==> config.mk <==
export PLATFORM = sky130hd
export DESIGN_NAME = hazard_move_multi
export DESIGN_NICKNAME = d
export VERILOG_FILES = /design/src/rtl/hazard_move_multi.sv
export SDC_FILE = /design/constraint.sdc
export NUM_CORES = 1
export LEC_CHECK = 0
export ABC_AREA = 1
export CORE_MARGIN = 2
export CORE_UTILIZATION = 50
export DETAILED_ROUTE_END_ITERATION = 10
export MAX_ROUTING_LAYER = met4
export PLACE_DENSITY = 0.68
export SYNTH_ARGS = -nofsm -noshare
export SYNTH_HDL_FRONTEND = slang
export SYNTH_SLANG_ARGS = --single-unit
==> constraint.sdc <==
create_clock -name Clk -period 2.5 [get_ports Clk]
set_clock_uncertainty 0.2 [all_clocks]
set_input_delay 0.625 -clock Clk [delete_from_list [all_inputs] [get_ports Clk]]
set_output_delay 0.625 -clock Clk [all_outputs]
set_load 0.005 [all_outputs]
### Register map, names as in the netlist

(1.5 px per um) Other sequential cells in the stronger grey, the rest of the logic in the fainter grey.
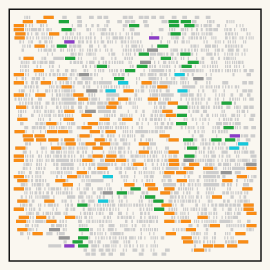
Key: mode_q = cyan [sequential cells 8]; cnt_q = orange [sequential cells 128]; pos_q = green [sequential cells 40]; done = purple [sequential cells 4]
Another 12 sequential cells are not coloured.
Seq area share: 24.88%
Final Util: 59.51%
seq pwr: 3.14 mW

### Selected gate families

(1.5 px per um)
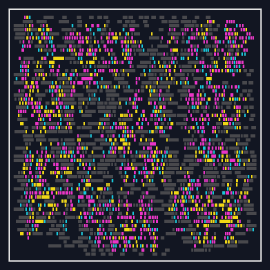
Key: NAND gates = magenta [cells 741, most used nand2_1, where widely spread]; inverters = cyan [cells 315, most used inv_1, where widely spread]; NOR gates = yellow [cells 498, most used nor2_1, where widely spread]
Finished Layout Cells: 2622
logic share of the area: 51.95%
Commonest Layout Cell: nand2_1

==> GITHUB_STEP_SUMMARY <==
### Flow metrics

| Metric | Value |
|---|---|
| CTS tree | built |
| Clkbuf count | 18 |
| Most instantiated logic cells after routing | nand2_1, nor2_1, inv_1 |
| Global-route wire length before repair | 62450 um |
| Final nets | 2324 |
| YS chip area | 0.01326 sq mm |
| Largest register FFs | 128 |
| FMAX | 410.9 MHz |
| Initial antenna violation count | 0 |
| Seq_cells | 192 |
| # IOs | 66 |
| Top-count cell post-synth | nand2_1 |
| Clock Path Buffers | 2 |
| Flops out of synthesis | 192 |
| Endpoint type of the worst setup path | output port |
| Commonest flop | dfxtp_1 |
| Combinational share of power | 11.5% |
| Post-cts resize count | 15 |
| Clock Power Share | 42.1% |
| Post-DRT Antenna Nets | 0 |
| Int Pwr | 4.876 mW |
| Initial Utilization | 50.87% |
| First drt pass iteration count | 6 |
| WP buf/inv | 2 |
| Logic area | 0.008056 sq mm |
| Crit path largest cell delay | 0.50 ns |
| Vias per inst | 5.328 |
| Number of enable flip-flop cells | 0 |
| Period utilization | 97.36% |
| CP Cell Sequence | inv_2 -> ha_4 -> clkdlybuf4s50_1 |
| Pwr dens | 436.5 mW/mm^2 |
| Chip Height | 166.8 um |
| Clock sinks | 192 |
| Top cells by count | nand2_1, nor2_1, inv_1 |
| Status | completed |
| Layout clock area frac | 4.042% |
| Gp weighted congestion | 0.9572 |
| DRC viols | 0 |
| Vias in the first global route | 13156 |
| Layout cells sized above 1 | 10.76% |
| Slowest cell on the critical path | clkdlybuf4s50_1 |
| Final-layout non-clock buffer area share | 8.730% |
| Area Growth Syn to Fin | 16.98% |
| Ys async rst share | 0% |
| ANT cells | 0 |
| Total GRT Usage | 27.14% |
| Non-clk invs | 315 |
| Largest cell class | combinational gates |
| Count of tool warnings | 46 |
| Synth cell types | 51 |
| TritonCTS buffer count | 17 |
| Hold Crit Depth | 2 |
| WL final | 36830 um |
| Cell type with the largest total area | dfxtp_1 |
| P_sw | 1.892 mW |
| Synth Seq Share | 28.99% |
| Remaining Overflow, GRT | 0 |
| Area leader share | 28.99% |
| Buffers, non-clock | 158 |
| Setup-failing EPs final | 0 |
| Number of cell rows | 59 |
| Die width | 166.8 um |
| Core Box Area | 0.02606 sq mm |
| Logic Gate Count | 1590 |
| Critical-path maximum fanout | 3 |
| DP HPWL | 28220 um |
| Tap Cells | 335 |
| CP top delay family | buffers and inverters |
| Cells after Synth | 2137 |
| Relative slew margins | 63.60% |
| Tally of filler cells in the layout | 2561 |
| Drt wl/cell | 14.04 um |
| Root Driver | clkbuf_16 |
| Syn Area/Cell | 6.203 sq um |
| Vias | 13971 |
| Critical path class | register to output port |
| Die area | 0.02783 sq mm |
| Hold buffers post-CTS | 0 |
| Top Consumer | registers |
| Max cap viols | 0 |
| Reg2reg setup slack | 0.22 ns |
| Late-Pin Clk Latency | 0.44 ns |
| Detailed Route Iter0 Violations | 1346 |
| Post-Syn Area | 0.01326 sq mm |
| Ys Warns | 0 |
| Synth top area cells | dfxtp_1, nand2_1, nor2_1 |
| Tot Pwr | 6.769 mW |
| VDD IR-drop max | 0.4649 mV |
| RSZ-0062 raised after global routing | false |
| Max-slew violation count | 0 |
| Least-Margin Pin Slew | 0.5460 ns |
| Hold Path Class | register to register |
| Port-buffer cells | 65 |
| Cell count of the worst reg-to-reg path | 11 |
| Sequential share of power | 46.4% |
| Period minus WS final | 2.434 ns |
| Arr. time, crit path | 1.61 ns |
| Final Hold Fails | 0 |
| Static leakage power | 6.374 nW |
| Post-CTS setup buffers | 3 |
| Comb power | 0.779 mW |
| Clk pwr | 2.85 mW |
| Register area | 0.003859 sq mm |
| Ys cells | 2137 |
| Clk slew on worst S/H paths | 0.08 ns |
| Pin count of the biggest net entering global routing | 24 |
| Syn nets | 2187 |
| H-tree depth | 4 |
| Sw frac | 27.96% |
| Worst Path Required | 1.67 ns |
| Startpoint types | register |
| Critical Path Stages | 3 |
## per-layer routing
layer	vias up	track usage, %	wire, um
met5	-	-	0
met4	0	7.009	571
met1	6328	36.15	17340
met2	380	43.57	17120
met3	44	3.565	1788
li1	7219	-	-
## through the flow
step,worst slack (ns),setup TNS [ns],hold slack (ns),std cells,cell area [sq um]
after floorplan,0.3442,0,0.2411,2137,13260
after global placement,-0.05469,-0.2150,0.2635,2587,14780
after detailed placement,-0.09387,-0.7293,0.2754,2587,14780
after CTS,0.004413,0,0.2888,2622,15480
after global routing,0.004775,0,0.3076,2622,15510
final,0.06612,0,0.2854,2622,15510
## cell families after synthesis
kind of cell	synth area share [%]
fa+ha+maj	3.020
simple gates	42.96
xor+xnor	4.030
buf+inv	10.68
flops	28.99
compound gates	10.31
Power is estimated from default activity; no workload was simulated.
